--- config.mk ---
export PLATFORM = sky130hd
export DESIGN_NAME = accel_ctrl_regs
export DESIGN_NICKNAME = d
export VERILOG_FILES = /design/src/rtl/accel_ctrl_pkg.sv /design/src/rtl/accel_ctrl_regs_axil_reg_if.sv /design/src/rtl/accel_ctrl_regs.sv
export SDC_FILE = /design/constraint.sdc
export NUM_CORES = 1
export LEC_CHECK = 0
export CORE_MARGIN = 1
export CORE_UTILIZATION = 40
export DETAILED_ROUTE_END_ITERATION = 7
export MAX_ROUTING_LAYER = met4
export PLACE_DENSITY_LB_ADDON = 0.3
export SLEW_MARGIN = 40
export SYNTH_ARGS = -nofsm -noshare
export SYNTH_HDL_FRONTEND = slang
export SYNTH_SLANG_ARGS = --single-unit
--- constraint.sdc ---
create_clock -name clk -period 4.95 [get_ports clk]
set_input_delay 0.7425 -clock clk [delete_from_list [all_inputs] [get_ports clk]]
set_output_delay 0.7425 -clock clk [all_outputs]
set_load 0.01 [all_outputs]
--- src/rtl/accel_ctrl_pkg.sv ---
// Shared definitions for the accelerator control register block:
// register offsets, STATUS bit positions, AXI response codes and FSM states.
package accel_ctrl_pkg;

    localparam logic [4:0] OFF_CTRL    = 5'h00;
    localparam logic [4:0] OFF_STATUS  = 5'h04;
    localparam logic [4:0] OFF_CFG_K   = 5'h08;
    localparam logic [4:0] OFF_IRQ_EN  = 5'h0C;
    localparam logic [4:0] OFF_JOB_CNT = 5'h10;
    localparam logic [4:0] OFF_ID      = 5'h14;

    localparam logic [2:0] IDX_CTRL    = OFF_CTRL[4:2];
    localparam logic [2:0] IDX_STATUS  = OFF_STATUS[4:2];
    localparam logic [2:0] IDX_CFG_K   = OFF_CFG_K[4:2];
    localparam logic [2:0] IDX_IRQ_EN  = OFF_IRQ_EN[4:2];
    localparam logic [2:0] IDX_JOB_CNT = OFF_JOB_CNT[4:2];
    localparam logic [2:0] IDX_ID      = OFF_ID[4:2];

    localparam int STAT_BUSY = 0;
    localparam int STAT_DONE = 1;
    localparam int STAT_ERR  = 2;

    localparam logic [1:0] RESP_OKAY   = 2'b00;
    localparam logic [1:0] RESP_SLVERR = 2'b10;

    typedef enum logic { W_IDLE, W_RESP } w_state_t;
    typedef enum logic { R_IDLE, R_DATA } r_state_t;
    typedef enum logic { JOB_IDLE, JOB_RUN } job_state_t;

endpackage

--- src/rtl/accel_ctrl_regs_axil_reg_if.sv ---
// AXI4-Lite slave handshake engine: turns the five channels into
// single-cycle register write/read strobes for the decode logic.
module axil_reg_if
    import accel_ctrl_pkg::*;
#(
    parameter int ADDR_W = 8
) (
    input  logic              clk,
    input  logic              rst,
    input  logic [ADDR_W-1:0] awaddr_i,
    input  logic              awvalid_i,
    output logic              awready_o,
    input  logic [31:0]       wdata_i,
    input  logic [3:0]        wstrb_i,
    input  logic              wvalid_i,
    output logic              wready_o,
    output logic [1:0]        bresp_o,
    output logic              bvalid_o,
    input  logic              bready_i,
    input  logic [ADDR_W-1:0] araddr_i,
    input  logic              arvalid_i,
    output logic              arready_o,
    output logic [31:0]       rdata_o,
    output logic [1:0]        rresp_o,
    output logic              rvalid_o,
    input  logic              rready_i,
    output logic              wr_en_o,
    output logic [ADDR_W-1:0] wr_addr_o,
    output logic [31:0]       wr_data_o,
    output logic [3:0]        wr_strb_o,
    input  logic              wr_err_i,
    output logic              rd_en_o,
    output logic [ADDR_W-1:0] rd_addr_o,
    input  logic [31:0]       rd_data_i,
    input  logic              rd_err_i
);

    w_state_t          w_state_q;
    r_state_t          r_state_q;
    logic              awready_q, wready_q, arready_q;
    logic              aw_got_q, w_got_q;
    logic [ADDR_W-1:0] aw_addr_q;
    logic [31:0]       w_data_q;
    logic [3:0]        w_strb_q;
    logic              bvalid_q, rvalid_q;
    logic [1:0]        bresp_q, rresp_q;
    logic [31:0]       rdata_q;

    logic aw_hs, w_hs, have_aw, have_w, commit, ar_hs;

    // AW and W may arrive in either order; commit once both are held
    assign aw_hs   = awvalid_i & awready_q;
    assign w_hs    = wvalid_i & wready_q;
    assign have_aw = aw_got_q | aw_hs;
    assign have_w  = w_got_q | w_hs;
    assign commit  = (w_state_q == W_IDLE) & have_aw & have_w;
    assign ar_hs   = arvalid_i & arready_q;

    assign wr_en_o   = commit;
    assign wr_addr_o = aw_got_q ? aw_addr_q : awaddr_i;
    assign wr_data_o = w_got_q ? w_data_q : wdata_i;
    assign wr_strb_o = w_got_q ? w_strb_q : wstrb_i;
    assign rd_en_o   = ar_hs;
    assign rd_addr_o = araddr_i;

    assign awready_o = awready_q;
    assign wready_o  = wready_q;
    assign bvalid_o  = bvalid_q;
    assign bresp_o   = bresp_q;
    assign arready_o = arready_q;
    assign rvalid_o  = rvalid_q;
    assign rresp_o   = rresp_q;
    assign rdata_o   = rdata_q;

    always_ff @(posedge clk) begin
        if (rst) begin
            w_state_q <= W_IDLE;
            awready_q <= 1'b0;
            wready_q  <= 1'b0;
            aw_got_q  <= 1'b0;
            w_got_q   <= 1'b0;
            aw_addr_q <= '0;
            w_data_q  <= '0;
            w_strb_q  <= '0;
            bvalid_q  <= 1'b0;
            bresp_q   <= RESP_OKAY;
        end else begin
            unique case (w_state_q)
                W_IDLE: begin
                    if (commit) begin
                        w_state_q <= W_RESP;
                        bvalid_q  <= 1'b1;
                        bresp_q   <= wr_err_i ? RESP_SLVERR : RESP_OKAY;
                        aw_got_q  <= 1'b0;
                        w_got_q   <= 1'b0;
                        awready_q <= 1'b0;
                        wready_q  <= 1'b0;
                    end else begin
                        if (aw_hs) begin
                            aw_got_q  <= 1'b1;
                            aw_addr_q <= awaddr_i;
                        end
                        if (w_hs) begin
                            w_got_q  <= 1'b1;
                            w_data_q <= wdata_i;
                            w_strb_q <= wstrb_i;
                        end
                        awready_q <= ~have_aw;
                        wready_q  <= ~have_w;
                    end
                end
                W_RESP: begin
                    if (bready_i) begin
                        w_state_q <= W_IDLE;
                        bvalid_q  <= 1'b0;
                        awready_q <= 1'b1;
                        wready_q  <= 1'b1;
                    end
                end
                default: w_state_q <= W_IDLE;
            endcase
        end
    end

    always_ff @(posedge clk) begin
        if (rst) begin
            r_state_q <= R_IDLE;
            arready_q <= 1'b0;
            rvalid_q  <= 1'b0;
            rresp_q   <= RESP_OKAY;
            rdata_q   <= '0;
        end else begin
            unique case (r_state_q)
                R_IDLE: begin
                    if (ar_hs) begin
                        r_state_q <= R_DATA;
                        arready_q <= 1'b0;
                        rvalid_q  <= 1'b1;
                        rdata_q   <= rd_data_i;
                        rresp_q   <= rd_err_i ? RESP_SLVERR : RESP_OKAY;
                    end else begin
                        arready_q <= 1'b1;
                    end
                end
                R_DATA: begin
                    if (rready_i) begin
                        r_state_q <= R_IDLE;
                        rvalid_q  <= 1'b0;
                        arready_q <= 1'b1;
                    end
                end
                default: r_state_q <= R_IDLE;
            endcase
        end
    end

endmodule

--- src/rtl/accel_ctrl_regs.sv ---
// Control/status registers and job sequencer in front of compute_wrapper:
// launches jobs, tracks BUSY, and latches completion into DONE/IRQ/JOB_CNT.
module accel_ctrl_regs
    import accel_ctrl_pkg::*;
#(
    parameter int          ADDR_W   = 8,
    parameter int          DATA_W   = 32,
    parameter int          K_MAX    = 64,
    parameter int          K_RESET  = 4,
    parameter logic [31:0] ID_VALUE = 32'hACC0_0001
) (
    input  logic              clk,
    input  logic              rst,
    input  logic [ADDR_W-1:0] s_axil_awaddr,
    input  logic              s_axil_awvalid,
    output logic              s_axil_awready,
    input  logic [DATA_W-1:0] s_axil_wdata,
    input  logic [3:0]        s_axil_wstrb,
    input  logic              s_axil_wvalid,
    output logic              s_axil_wready,
    output logic [1:0]        s_axil_bresp,
    output logic              s_axil_bvalid,
    input  logic              s_axil_bready,
    input  logic [ADDR_W-1:0] s_axil_araddr,
    input  logic              s_axil_arvalid,
    output logic              s_axil_arready,
    output logic [DATA_W-1:0] s_axil_rdata,
    output logic [1:0]        s_axil_rresp,
    output logic              s_axil_rvalid,
    input  logic              s_axil_rready,
    output logic [15:0]       cfg_k,
    output logic              start,
    input  logic              done_pulse,
    output logic              done,
    output logic              irq
);

    localparam logic [15:0] KMAX16 = 16'(K_MAX);
    localparam logic [15:0] KRST16 = 16'(K_RESET);

    logic              wr_en, wr_err, rd_en, rd_err;
    logic [ADDR_W-1:0] wr_addr, rd_addr;
    logic [31:0]       wr_data, rd_data;
    logic [3:0]        wr_strb;
    logic [2:0]        wr_idx, rd_idx;

    axil_reg_if #(.ADDR_W(ADDR_W)) u_if (
        .clk       (clk),
        .rst       (rst),
        .awaddr_i  (s_axil_awaddr),
        .awvalid_i (s_axil_awvalid),
        .awready_o (s_axil_awready),
        .wdata_i   (s_axil_wdata),
        .wstrb_i   (s_axil_wstrb),
        .wvalid_i  (s_axil_wvalid),
        .wready_o  (s_axil_wready),
        .bresp_o   (s_axil_bresp),
        .bvalid_o  (s_axil_bvalid),
        .bready_i  (s_axil_bready),
        .araddr_i  (s_axil_araddr),
        .arvalid_i (s_axil_arvalid),
        .arready_o (s_axil_arready),
        .rdata_o   (s_axil_rdata),
        .rresp_o   (s_axil_rresp),
        .rvalid_o  (s_axil_rvalid),
        .rready_i  (s_axil_rready),
        .wr_en_o   (wr_en),
        .wr_addr_o (wr_addr),
        .wr_data_o (wr_data),
        .wr_strb_o (wr_strb),
        .wr_err_i  (wr_err),
        .rd_en_o   (rd_en),
        .rd_addr_o (rd_addr),
        .rd_data_i (rd_data),
        .rd_err_i  (rd_err)
    );

    job_state_t  job_q;
    logic [15:0] cfg_k_q, cfg_k_d;
    logic        irq_en_q, irq_en_d;
    logic        done_q, err_q, start_q;
    logic [31:0] cnt_q;

    logic busy, start_req, start_ok, done_clr, err_clr, done_set;

    assign wr_idx = wr_addr[4:2];
    assign rd_idx = rd_addr[4:2];
    assign busy   = (job_q == JOB_RUN);
    assign wr_err = wr_en & (wr_idx > IDX_ID);
    assign rd_err = rd_idx > IDX_ID;

    assign start_req = wr_en & (wr_idx == IDX_CTRL) & wr_strb[0] & wr_data[0];
    assign start_ok  = start_req & ~busy & (cfg_k_q != 16'd0) & (cfg_k_q <= KMAX16);
    assign done_clr  = wr_en & (wr_idx == IDX_STATUS) & wr_strb[0] & wr_data[STAT_DONE];
    assign err_clr   = wr_en & (wr_idx == IDX_STATUS) & wr_strb[0] & wr_data[STAT_ERR];
    assign done_set  = busy & done_pulse;

    always_comb begin
        cfg_k_d  = cfg_k_q;
        irq_en_d = irq_en_q;
        // cfg_k is frozen while a job runs so the wrapper sees a stable K
        if (wr_en && wr_idx == IDX_CFG_K && !busy) begin
            if (wr_strb[0]) cfg_k_d[7:0]  = wr_data[7:0];
            if (wr_strb[1]) cfg_k_d[15:8] = wr_data[15:8];
        end
        if (wr_en && wr_idx == IDX_IRQ_EN && wr_strb[0]) begin
            irq_en_d = wr_data[0];
        end
    end

    always_comb begin
        rd_data = '0;
        unique case (rd_idx)
            IDX_STATUS: begin
                rd_data[STAT_BUSY] = busy;
                rd_data[STAT_DONE] = done_q;
                rd_data[STAT_ERR]  = err_q;
            end
            IDX_CFG_K:   rd_data[15:0] = cfg_k_q;
            IDX_IRQ_EN:  rd_data[0]    = irq_en_q;
            IDX_JOB_CNT: rd_data       = cnt_q;
            IDX_ID:      rd_data       = ID_VALUE;
            default:     rd_data       = '0;
        endcase
    end

    always_ff @(posedge clk) begin
        if (rst) begin
            job_q    <= JOB_IDLE;
            cfg_k_q  <= KRST16;
            irq_en_q <= 1'b0;
            done_q   <= 1'b0;
            err_q    <= 1'b0;
            start_q  <= 1'b0;
            cnt_q    <= '0;
        end else begin
            cfg_k_q  <= cfg_k_d;
            irq_en_q <= irq_en_d;
            start_q  <= start_ok;
            unique case (job_q)
                JOB_IDLE: if (start_ok) job_q <= JOB_RUN;
                JOB_RUN: begin
                    if (done_pulse) begin
                        job_q <= JOB_IDLE;
                        cnt_q <= cnt_q + 32'd1;
                    end
                end
                default: job_q <= JOB_IDLE;
            endcase
            // completion set outranks a coincident W1C
            if (done_set)      done_q <= 1'b1;
            else if (start_ok) done_q <= 1'b0;
            else if (done_clr) done_q <= 1'b0;
            if (start_req && !start_ok) err_q <= 1'b1;
            else if (err_clr)           err_q <= 1'b0;
        end
    end

    assign cfg_k = cfg_k_q;
    assign start = start_q;
    assign done  = done_q;
    assign irq   = done_q & irq_en_q;

    logic unused_bits;
    assign unused_bits = ^{rd_en, wr_data[31:16], wr_strb[3:2],
                           wr_addr, rd_addr};

endmodule

Run 1, routed metal, one color a layer:
(4 px per µm)
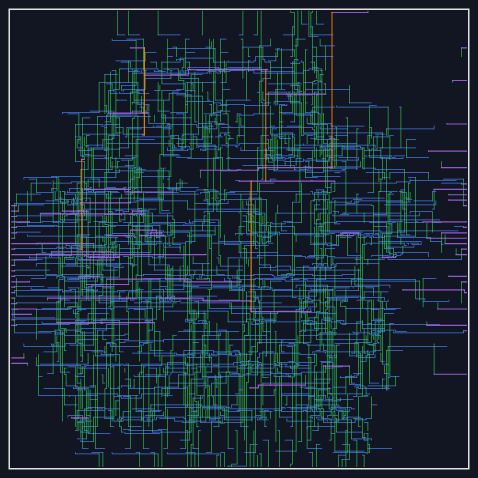
metal 3 -> purple  # wire length 668 µm
metal 4 -> orange  # wire length 144 µm
metal 2 -> green  # wire length 5850 µm
metal 1 -> blue  # wire length 5850 µm
wire length reported by the detailed router: 12500 µm
count of vias placed by the detailed router: 4433
drt wl/cell: 15.2 µm

Run 1, the clock network:
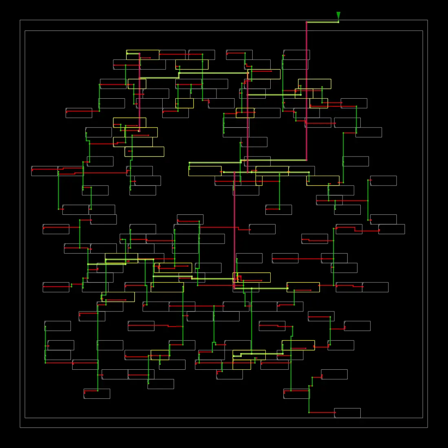
clock latency at the later pin of the worst-skew pair: 0.40 ns
clock buffer instance count of the final layout: 26
number of sequential storage elements: 117
Fin Clk Skew: 0.00814 ns

Run 1, PDN straps and rails:
(3 px per µm) Pins as bars on the die edge.
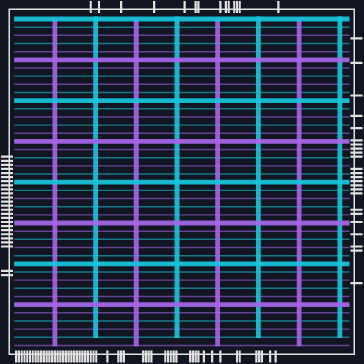
VDD -> cyan
VSS -> purple
met1 rails = 41
rows = 40
signal pins = 120
worst supply voltage drop on vdd: 201 µV
placeable core area: 12200 µm²

run 1: sequential cells by signal (all words and copies together) (netlist names):
register	count
cnt_q	32
u_if.rdata_o	32
cfg_k	16
u_if.w_data_q	16
u_if.aw_addr_q	3
u_if.w_strb_q	2
busy	1
done	1
err_q	1
irq_en_q	1
start	1
u_if.arready_o	1
u_if.aw_got_q	1
u_if.awready_o	1
u_if.bresp_o	1
u_if.bvalid_o	1
u_if.r_state_q	1
u_if.rresp_o	1
u_if.rvalid_o	1
u_if.w_got_q	1
u_if.w_state_q	1
u_if.wready_o	1
run 1: placed cells by master, fill, tap and decap left out, types with 2 or more instances in the layout:
cell	count
nor2_1	83
dfxtp_1	116
or3_1	10
clkbuf_8	8
o2bb2ai_1	2
mux2i_1	24
nor3_4	2
inv_1	6
a22oi_1	14
nor3b_1	2
clkbuf_16	17
clkdlybuf4s50_1	88
nand2_1	44
nor4_1	3
xnor2_1	11
mux2_2	17
nor3_1	12
a21oi_1	46
xor2_1	9
nand4_1	11
and3_1	5
buf_4	5
nand2b_1	5
o211ai_1	6
nand3_1	34
a222oi_1	13
bufinv_16	2
and2_1	3
clkbuf_1	2
o21ai_0	14
conb_1	2
nand3b_1	2
nand4_4	2
nor2b_1	3
and4_1	3
a211oi_1	2
or4_1	2
run 1: cell type report:
class                      count  area, µm²
inverter                       6       22.5
timing repair buffer          94        932
fill                        1128       5510
clock inverter                 3       65.1
clock buffer                  26        529
sequential                   117       2340
multi-input combinational    409       2550
tap                          168        210
run 1: how the worst max path moves through the flow:
stage	from	depth (start not counted)	endpoint
finish	s_axil_arvalid	6	u_if.rdata_o[6]
global route	s_axil_arvalid	6	u_if.rdata_o[12]
CTS	u_if.w_got_q	5	cfg_k[13]
detailed placement	s_axil_awvalid	6	cfg_k[2]
global placement	s_axil_awvalid	6	cfg_k[2]
floorplan	s_axil_awaddr[2]	4	cfg_k[2]
run 1: synthesized netlist by cell type (2+ instances only):
cell,number,area [µm²]
and4_1,3,26.3
nor2_1,83,312
a21oi_1,46,230
o211ai_1,6,45.0
dfxtp_1,117,2340
buf_2,3,15.0
and3_1,5,31.3
nand3b_1,2,15.0
nor3b_1,2,15.0
xor2_1,9,78.8
nor2b_1,3,18.8
xnor2_1,11,96.3
clkbuf_1,25,93.8
mux2_2,17,191
nand2b_1,5,31.3
buf_1,2,7.51
or3_1,10,62.6
nor4_1,3,18.8
or4_1,2,15.0
nand4_4,2,42.5
inv_1,6,22.5
nand4_1,11,68.8
o2bb2ai_1,2,17.5
mux2i_1,24,240
and2_1,3,18.8
a222oi_1,13,130
nand2_1,44,165
nor3_4,2,32.5
a22oi_1,14,105
o21ai_0,14,70.1
nor3_1,12,60.1
a211oi_1,2,15.0
nand3_1,34,170
buf_4,4,30.0
run 1: report_power, final:
group,switching [mW],total [mW],internal (mW)
Clock,0.395,1.22,0.825
Sequential,0.0181,0.980,0.962
Combinational,0.0903,0.163,0.0729
run 1: per-layer routing:
layer,wire length [µm],up-vias
li1,-,2185
met1,5850,2112
met2,5850,123
met3,668,13
met4,143,0
met5,0,-
run 1: critical path: cells and delay by family:
kind / cells / cell delay (ns)
compound gates: 1 / 0.15
buf+inv: 2 / 0.79
simple gates: 3 / 0.97
==> impl_metrics.json, run 1 <==
{
  "synth_area_um2": 5060,
  "synth-async-reset-ratio": 0,
  "hold_slack_ns": 0.450,
  "port_buffers": 89,
  "rsz0062_at_grt": "no",
  "r2r_cells": 6,
  "yosys.area_share.simple": 0.244,
  "hold_depth": 2,
  "ys_cells": 566,
  "fa_ha_area_frac": 0.00247,
  "place_worst_setup_slack_ns": 2.23,
  "viasPerCell": 5.39,
  "number_of_enable_type_register_cells_in_the_synthesized_netlist": 0,
  "worstSetupPathType": "primary input to flop",
  "die.size.y_um": 115,
  "place_inst": 794,
  "cpPeakStageDelay_ns": 0.52,
  "warnings": 56,
  "die_w_um": 115,
  "actual_slew_at_the_worst_max_slew_pin_ns": 0.750,
  "final-setup-viol-count": 0,
  "timing.critical_path.arrival_ns": 2.67,
  "dpl-instance-area_um2": 6050,
  "crit_path_cell_chain": "clkdlybuf4s50_1, nand3b_1, nor3_2, buf_4, a222oi_1, nor2_1",
  "clk_pin_slew_worst_paths_ns": 0.05,
  "worst_ep_required_time_ns": 5.28,
  "holdCritStartpoint": "u_if.rresp_o[1]",
  "worst_r2r_endpoint": "cfg_k[13]",
  "cap_viol_max_count": 0,
  "grt.busiest_layer": "met2",
  "critical_path.max_fanout": 23,
  "initial_utilization": 0.416,
  "worstReg2RegStart": "u_if.aw_got_q",
  "globalRouteMet1Util": 0.267,
  "final.setup.worst_slack_ns": 2.62,
  "first_pass_grt_wire_length_um": 20800,
  "cts_htree_levels": 4,
  "cts.root.buffer_cell": "clkbuf_16",
  "synthToLayoutAreaGrowth_pct": 31.3,
  "post_synthesis_sequential_element_count": 117,
  "final-hold-violation-count": 0,
  "global_route.usage.met3": 0.0508,
  "peak_clock_frequency_supported_by_timing_mhz": 428,
  "global_route_overflow": 0,
  "final_min_period_over_clock_period": 0.472,
  "grt_util_overall": 0.207,
  "first_global_vias": 4316,
  "num_rows": 40,
  "mux_share": 0.0852,
  "chipArea_um2": 13100,
  "synth_chip_area_um2": 5060,
  "power_leakage_nw": 2.39,
  "cts_resized": 0,
  "min-delay-path-class": "flop to flop",
  "grt_max_degree": 117,
  "detail_route.drc_violations": 0,
  "synth.yosys.warnings": 0,
  "half_perimeter_wire_length_after_placement_um": 8560,
  "antennaDiodeCount": 0,
  "detailed_router_iteration_count_before_antenna_repair": 5,
  "layout-drive-gt1-share": 0.101,
  "finalInstanceArea_um2": 6650,
  "postSynthCellCount": 566,
  "ctsLongestPathBuffers": 2,
  "cts.sinks": 117,
  "tritoncts": "yes",
  "reg2reg_slack_ns": 2.95,
  "met2_usage": 0.321,
  "ys_top_logic_family": "simple AND/OR/NAND/NOR gates",
  "status": "completed",
  "final_cell_count_no_fill": 823,
  "power-per-cell-area_nw_per_um2": 355,
  "synth-main-ff-cell": "dfxtp_1",
  "initial_antenna_violation_count": 0,
  "drt_first_iter_violations": 293,
  "postSynthAreaPerCell_um2": 8.95,
  "critPathCaptureType": "flop",
  "design_power_total_mw": 2.36,
  "gp_congestion": 0.815,
  "final_util": 0.547,
  "ctsHoldBuffers": 0
}
==> inputs of run 2 (changes only) <==
Clock period 4.95 ns to 2.3 ns, I/O delays scaled along.
Run 2, the clock network:
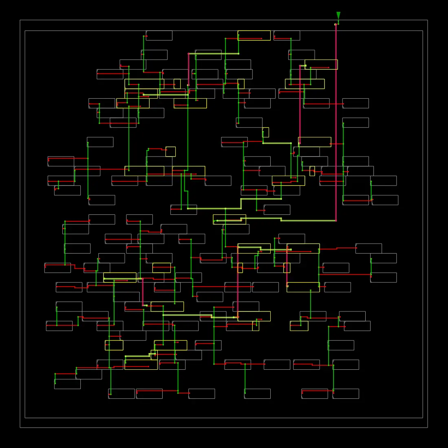
Clock Sinks: 117
power of the clock network: 2.67 mW

==> impl_metrics.json, run 2 <==
{
  "post_synthesis_sequential_element_count": 117,
  "chipArea_um2": 13100,
  "finalInstanceArea_um2": 6710,
  "grt_util_overall": 0.205,
  "tritoncts": "yes",
  "lay_top_cells": "dfxtp_1, clkdlybuf4s50_1, nor2_1",
  "power_leakage_nw": 2.44,
  "initial_antenna_violation_count": 0,
  "ctsHoldBuffers": 0,
  "first_pass_grt_wire_length_um": 20500,
  "comb_power_share": 0.072,
  "antennaDiodeCount": 0,
  "synthMostInstantiatedCell": "dfxtp_1",
  "die_w_um": 115,
  "synth_area_um2": 5060,
  "place_worst_setup_slack_ns": 0.0234,
  "number_of_enable_type_register_cells_in_the_synthesized_netlist": 0,
  "timing.critical_path.arrival_ns": 2.17,
  "totalWireLength_um": 12500,
  "global_route_overflow": 0,
  "synth.yosys.warnings": 0,
  "design_power_total_mw": 5.14,
  "synthToLayoutAreaGrowth_pct": 32.5,
  "num_vias": 4493,
  "critical_path.max_fanout": 4,
  "net-switching-power_mw": 1.13,
  "p_int_mw": 4.01,
  "detailed_router_iteration_count_before_antenna_repair": 8,
  "half_perimeter_wire_length_after_placement_um": 8730,
  "area_leaders": "dfxtp_1, nor2_1, mux2i_1",
  "warnings": 54,
  "postSynthCellCount": 566,
  "gp_congestion": 0.845,
  "viasPerCell": 5.39,
  "final.setup_skew_ns": 0.00637,
  "cap_viol_max_count": 0,
  "layout-drive-gt1-share": 0.114,
  "min-delay-path-class": "primary input to flop",
  "synth_top_cell_by_area": "dfxtp_1",
  "switching_share": 0.220,
  "synthDominantCellAreaShare": 0.462,
  "final_min_period_over_clock_period": 0.830,
  "layout_top_cell": "dfxtp_1",
  "core_area_um2": 12200,
  "final-hold-violation-count": 0,
  "ctsLongestPathBuffers": 2,
  "synth-main-ff-cell": "dfxtp_1",
  "synth_chip_area_um2": 5060,
  "grt_max_degree": 61,
  "power-per-cell-area_nw_per_um2": 766,
  "hold_slack_ns": 0.431,
  "critPathCaptureType": "flop",
  "cts.root.buffer_cell": "clkbuf_16",
  "drt-wirelength-per-cell_um": 15.0,
  "vdd_ir_drop_max_uv": 426,
  "status": "completed",
  "clkLatencyLatePin_ns": 0.41,
  "final.setup.worst_slack_ns": 0.391,
  "worstSetupPathType": "flop to flop",
  "rsz0062_at_grt": "no",
  "cts_resized": 0,
  "postSynthAreaPerCell_um2": 8.95,
  "die.size.y_um": 115,
  "ys_cells": 566,
  "num_rows": 40,
  "port_buffers": 89,
  "peak_clock_frequency_supported_by_timing_mhz": 524,
  "detail_route.drc_violations": 0,
  "clk_pin_slew_worst_paths_ns": 0.05,
  "dpl-instance-area_um2": 6110,
  "cts_htree_levels": 4,
  "synth-async-reset-ratio": 0,
  "initial_utilization": 0.416
}
Run 2, routed metal, one color a layer:
(4 px per µm)
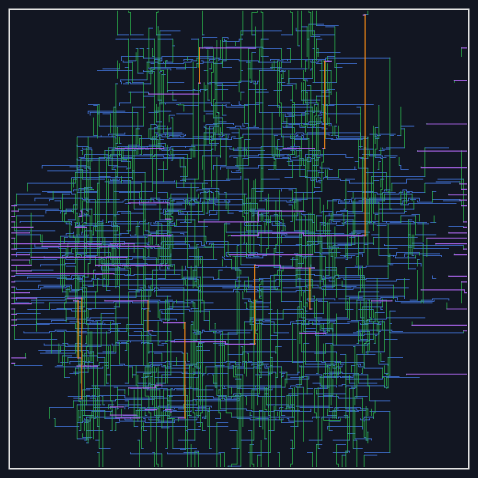
metal 3 -> purple  # wire length 574 µm
metal 1 -> blue  # wire length 5950 µm
metal 2 -> green  # wire length 5820 µm
metal 4 -> orange  # wire length 186 µm

run 2: cell types whose count changed in the layout (fill, tap and decap cells not counted), sizes merged:
cell,previous run,this run
clkbuf,27,22
clkinvlp,0,1
clkinv,1,6
buf,5,14
bufinv,2,3
run 2: power groups by stage:
| stage | clock network [mW] | logic, mW | registers (mW) |
|---|---|---|---|
| after detailed placement | 0 | 0.366 | 2.14 |
| after global routing | 2.79 | 0.405 | 2.10 |
| after global placement | 0 | 0.361 | 2.14 |
| final | 2.67 | 0.368 | 2.10 |
| after floorplan | 0 | 0.229 | 2.13 |
| after CTS | 2.71 | 0.369 | 2.10 |
run 2: worst max-delay path, cell delays in order (launching register included):
cell and delay (ns):
dfxtp_1 0.35, or4_4 0.56, or4_1 0.40, nand4_1 0.20
or2_1 0.17, a21oi_1 0.08
run 2: logic make-up (layout without fill, tap and decap cells):
group	Yosys count	in the layout	synth area share
xor+xnor	20	20	0.0346
compound gates	105	105	0.135
flops	117	117	0.462
other cells	1	2	0.000740
simple gates	240	240	0.244
fa+ha+maj	1	1	0.00247
mux	41	41	0.0852
buf+inv	41	140	0.0356
run 2: per-layer routing:
layer	wire length, µm	vias to the layer above	GRT usage
met1	5950	2152	0.262
met2	5820	120	0.317
met5	0	-	-
li1	-	2203	-
met4	186	0	0.0900
met3	573	18	0.0381
run 2: metrics by stage:
step,util,instances
floorplan,-,567
global placement,0.502,802
detailed placement,0.502,802
CTS,0.552,834
global route,0.552,834
finish,0.552,834
run 2: layout make-up:
class,count,area [µm²]
fill,1081,5450
clock buffer,22,474
clock inverter,10,128
tap,168,210
sequential,117,2340
inverter,6,22.5
multi-input combinational,409,2550
timing repair buffer,102,986
run 2: path summary, 6_finish.rpt:
check                        start               end  slack, ns  cells past startpoint
setup / recovery          cfg_k[0]              busy       0.39                      5
hold / removal                 rst   u_if.bresp_o[1]       0.43                      2
setup reg to reg          cfg_k[0]              busy       0.39                      5
hold reg to reg   u_if.rdata_o[29]  u_if.rdata_o[29]       0.45                      2
No activity file was given, so power comes from the tool's default toggle rates.
